run_1/io_fan.png
The bar under the picture is 20 um long.
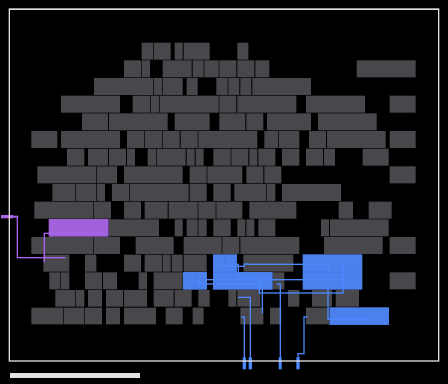
run_1/placement_by_type.png
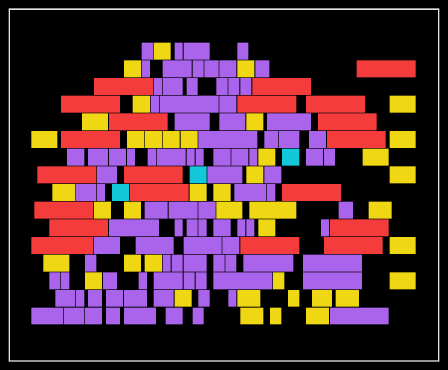
run_1/power_grid.png
The bar under the picture is 20 um long. Pins as bars on the die edge.
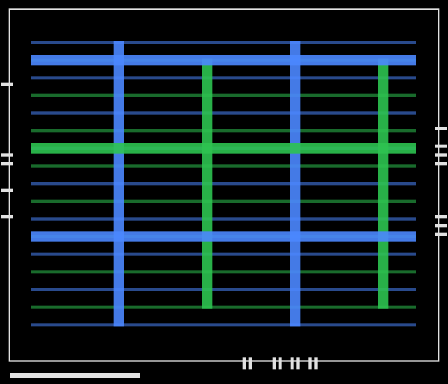
Design sr_latch_ctrl, sky130hd; sources not shown.
==> results.toml, run 1 <==
# flow metrics
[flow_run]
warnings = 33

[clocking]
h-tree-depth = 1
clk_root_buffer_cell = "clkbuf_4"
cts_buffer_depth = 2
tritoncts = "done"
clock_latency_ns = 0.29
clk_pin_slew_ns = 0.09

[pwr]
pwr-share-clk = 0.061
p_switching_mw = 1.88
p_leak_nw = 0.780
comb_power_share = 0.691
power_density_nw_per_um2 = 2250

[final_timing]
setup_viol = 9
maxSlewHeadroom = 0.425
holdWs_ns = 0.236
fin_ws_ns = -0.145
finalHoldViolations = 0

[finish]
drive_above_1_share = 0.440
final_cells = 195
nets = 182
area_growth_pct = 53.1
antennaDiodeCount = 0

[status]
outcome = "complete, but fails checks"
violations = "negative setup slack"

[grt]
grt.busiest_layer = "met2"
grt_use_met1 = 0.268
grt_pass1_vias = 1066
gr-total-overflow = 0
grt_max_degree = 21
grt_pass1_wl_mm = 5.21

[logic_synthesis]
yosysWarnings = 0
aoi_share = 0.190
ys_ff = 20
synth-edff-count = 0
yosysCellCount = 116
ys_sh_mux = 0
yosysUniqueCellTypes = 37
postSynth.asyncResetShare = 1.00
top_cells_by_count = "dfrtp_1 (20), ha_1 (10), nand2_1 (8)"
ys_sh_simple = 0.225
synthTopLogicFamily = "simple AND/OR/NAND/NOR gates"
largest_area_cell = "dfrtp_1"
ys_chip_area_um2 = 1150
synth_area_um2 = 1150

[placed_design]
hpwl_mm = 1.87
pre_cts_slack_ns = -0.735

[die]
chip_area_um2 = 3560
fp_util = 0.445

[drt]
wl_per_cell_um = 15.8
drtIter0Drc = 26
via_count = 1057
drc = 0
routed_wirelength_mm = 3.08

[worst_hold_path]
hold_path.class = "input port to register"

[worst_setup_path]
crit_fanout = 5
arrival_ns = 1.78
About io_fan.png:
Key: purple = `S` [bits 1, direction output, end cells 1, wire 28.4 um]; blue = `set_req` [bits 4, direction input, end cells 8, wire 132 um]
top-level I/O count: 20
port buffer count: 19

About placement_by_type.png:
Key: purple = combinational and other logic [cells 95, share of their area 48%]; cyan = clock drivers [cells 3, share of their area 1.3%]; red = sequential cells [cells 20, share of their area 29%]; yellow = remaining buffers and delay cells [cells 41, share of their area 21%]
Core Area: 2580 um2
Design Area, Final: 1760 um2

About power_grid.png:
Key: green = VDD; blue = VSS
3 straps on met5. 4 straps on met4. 17 met1 rails follow the rows. The core has 16 rows.
Die W: 65.9 um
die height: 54.0 um
Max VDD drop: 1.72 mV

[run 1: layout by cell type, fill, tap and decap left out, types with 3 or more instances in the layout]
cell type and instances:
a21o_1 4, buf_4 20, clkbuf_2 3, clkbuf_4 3, clkdlybuf4s15_1 4, clkdlybuf4s15_2 9, dfrtp_1 19, ha_1 3
ha_4 6, inv_1 3, inv_2 4, nand2_1 7, nand2b_1 3, nand3_1 5, nor2_1 7, nor3b_1 4
o21ai_0 4, o21ai_1 5
[run 1: through the flow]
stage,setup TNS [ns],total power [mW]
floorplan,-0.643,2.50
global placement,-8.09,2.90
detailed placement,-8.39,2.94
CTS,-0.678,3.71
global route,-1.71,4.23
finish,-0.900,3.96
[run 1: metal layers]
layer,part of all wire,vias up
met3,0.050,4
met5,0,-
li1,-,501
met4,0.0091,0
met2,0.45,32
met1,0.49,520
[run 1: area by class of cell]
type,count,area [um2]
fillers,177,822
multi-input cells,88,798
inverters,7,26.3
well taps,36,45.0
repair buffers,41,367
clock buffers,3,22.5
flip-flops and latches,20,502
[run 1: power by group through the flow]
| stage | registers, mW | clock network (mW) | logic [mW] |
|---|---|---|---|
| after global routing | 1.01 | 0.285 | 2.94 |
| after floorplan | 1.44 | 0 | 1.06 |
| after detailed placement | 0.990 | 0 | 1.95 |
| after global placement | 0.975 | 0 | 1.92 |
| final | 0.981 | 0.242 | 2.74 |
| after CTS | 0.971 | 0.256 | 2.49 |
[run 1: critical path, stage by stage, from the launching register on]
cell and delay [ns]:
dfrtp_1 0.40, inv_2 0.09, ha_4 0.13, or3b_4 0.40, a21oi_4 0.21, nor3b_1 0.08, o21ai_1 0.12, o21ai_1 0.07
[run 1: cell families after synthesis]
group / Yosys count
compound gates: 32
xor+xnor: 1
fa+ha+maj: 10
buf+inv: 8
flops: 20
simple gates: 45
[run 1: repair_timing]
item                                    in CTS  in global routing
gates resized                               65                  9
buffers inserted                            16                  6
cloned                                       0                  0
hold endpoints to repair                     0                  0
endpoints found under the setup margin      21                 11
hold buffers                                 0                  0
pin swaps                                   12                  6
==> run 2: changes to the inputs <==
- ABC_CLOCK_PERIOD_IN_PS: 1450 -> 1600
- PLACE_DENSITY: 0.68 -> 0.71
- clock period: 1.45 -> 1.6 ns (I/O delays scaled with it)
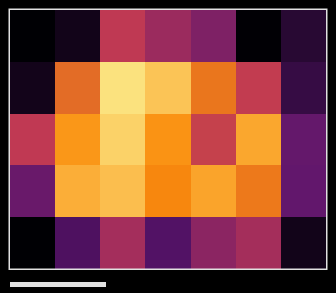
run_2/cell_density.png
The bar under the picture is 20 um long. 7 x 5 tiles, from black (low) to pale yellow (high), 0 to 100% covered.
26% of the tiles are over 75% full. The mean over all tiles is 46%. 8.6% of the tiles are nearly empty.
Final Util: 0.650
FP Util: 0.445

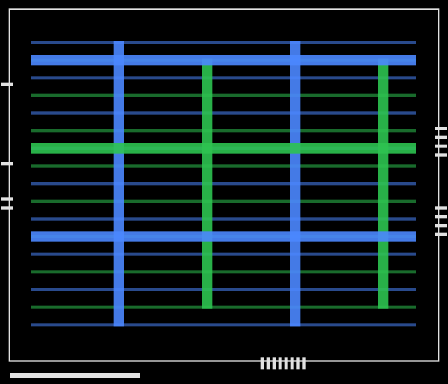
run_2/power_grid.png
The bar under the picture is 20 um long. Pins as bars on the die edge.
Key: green = VDD; blue = VSS
17 met1 rails follow the rows. 4 straps on met4. 3 straps on met5. The core has 16 rows.
Max VDD drop: 1.61 mV

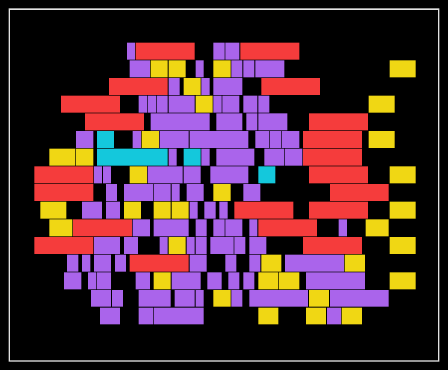
run_2/placement_by_type.png
Key: red = sequential cells [cells 20, share of their area 31%]; purple = combinational and other logic [cells 95, share of their area 48%]; cyan = clock drivers and dummy loads [cells 4, share of their area 3.2%]; yellow = remaining buffers and delay cells [cells 34, share of their area 19%]
Seq area share: 0.298
Rows: 16

==> results.toml, run 2 <==
# flow metrics
[status]
violations = "negative setup slack"
outcome = "complete, but fails checks"

[logic_synthesis]
ys_seq_frac = 0.435
postSynth.asyncResetShare = 1.00
ys_chip_area_um2 = 1150
avgSynthCellArea_um2 = 9.91
synth-edff-count = 0
netlist.top_cell.by_instances = "dfrtp_1"
synth_nets = 137
largest_area_cell = "dfrtp_1"
area_leaders = "dfrtp_1 (44%), ha_1 (11%), nor3b_1 (3.3%), nand3_1 (3.0%), nand2b_1 (2.7%)"
synthFlopType = "dfrtp_1"
yosysUniqueCellTypes = 37
yosysWarnings = 0
ys_ff = 20
yosysCellCount = 116
top_cells_by_count = "dfrtp_1 (20), ha_1 (10), nand2_1 (8)"
netlist_instances = 116
synth_area_um2 = 1150

[worst_setup_path]
critPathTopFamily = "AND-OR/OR-AND gates"
startpoint_type = "register"
path_cells = "inv_2 -> ha_4 -> or3b_4 -> a21oi_4 -> a2bb2oi_2 -> o21bai_1"
path_class = "register to register"
cp_num_buf_inv = 1
worst-path-stages = 6
critical-path-max-stage-delay_ns = 0.41
critical_path_required_ns = 1.78
r2r_slack_ns = -0.05
arrival_ns = 1.83
critPathSlowestCell = "or3b_4"
crit_fanout = 5
end_kind = "register"

[finish]
layout_top_cell = "dfrtp_1"
final_cells = 189
antennaDiodeCount = 0
regArea_um2 = 500
fillCellCount = 210
nets = 175
fin_area_um2 = 1680
comb_area_um2 = 749
drive_above_1_share = 0.353
layout_top_cells = "dfrtp_1 (20), buf_4 (15), clkdlybuf4s15_2 (9)"
area_growth_pct = 45.9

[placed_design]
pre_cts_slack_ns = -0.676
hpwl_mm = 1.83
dp.cells = 171
port_buffers = 19
placed_area_um2 = 1410

[final_timing]
finalHoldViolations = 0
period_used_share = 1.03
maxSlewHeadroom = 0.425
fmax_ghz = 0.604
setup_viol = 5
fin_ws_ns = -0.0550
fin_skew_ns = 0.0163
finalCriticalPeriod_ns = 1.65
rsz0062_at_grt = "true"

[drt]
via_count = 1022
wl_per_cell_um = 14.7
drc = 0
routed_wirelength_mm = 2.77
drtIter0Drc = 30
first_pass_iters = 4

[grt]
grt_pass1_vias = 975
grt_max_degree = 21
grt_pass1_wl_mm = 4.49
grt_antenna_before_repair = 0
gr-total-overflow = 0

[clocking]
h-tree-depth = 1
clk_pin_slew_ns = 0.12
cts_buffer_depth = 2
tritoncts = "done"
clk_root_buffer_cell = "clkbuf_4"
clock_latency_ns = 0.31
postCtsHoldBufs = 0
cts_buffers = 3
cts.sinks = 20

[pwr]
power_density_nw_per_um2 = 2080
power.total_mw = 3.49
p_leak_nw = 0.743

[die]
die_h_um = 54.0
core_area_um2 = 2580
io_pins = 20
chip_area_um2 = 3560
die_x_um = 65.9

[worst_hold_path]
hold_path.class = "input port to async pin"

[flow_run]
drv_cap = 0
warnings = 32
run 2: cell types whose count changed in the layout (fill, tap and decap cells not counted), sizes merged:
cell and delta:
buf -7, dlygate4sd2 +7, clkdlybuf4s15 -4, clkbuf -3, bufinv +1
run 2: stage by stage:
stage	TNS, ns	hold slack, ns
detailed placement	-6.09	0.446
finish	-0.129	0.327
global placement	-5.68	0.441
floorplan	0	-0.136
global route	-0.543	0.380
CTS	-0.0244	0.350
run 2: cell families (layout without fill, tap and decap cells):
logic type,after synthesis,in the layout,share of synthesized area
compound gates,32,32,0.190
flops,20,20,0.435
xor+xnor,1,1,0.00762
simple gates,45,45,0.225
fa+ha+maj,10,10,0.109
buf+inv,8,45,0.0326
run 2: timing repair:
| action | 4_1_cts | 5_1_grt |
|---|---|---|
| buffers inserted | 10 | 5 |
| setup endpoints to repair | 20 | 10 |
| resized | 52 | 7 |
| gates cloned | 0 | 0 |
| pin swaps | 7 | 6 |
run 2: final cells by class:
cell class              instances  share of cell area
clock buffers                   3              0.0134
clock inverters                 1              0.0179
inverters                       7              0.0157
multi-input cells              88               0.447
flip-flops and latches         20               0.298
well taps                      36              0.0268
repair buffers                 34               0.181
run 2: layer usage:
layer | share of wire | global-route usage | up-vias
li1 | - | - | 490
met1 | 0.50 | 0.232 | 502
met5 | 0 | - | -
met4 | 0.012 | 0.0372 | 0
met3 | 0.044 | 0.0438 | 6
met2 | 0.44 | 0.270 | 24
run 2: power breakdown:
group	total, mW	internal [mW]	leakage (nW)	switching [mW]
Sequential	0.874	0.706	0.252	0.169
Clock	0.409	0.253	0.0279	0.156
Combinational	2.21	0.909	0.463	1.30
Power and IR drop assume default switching activity.
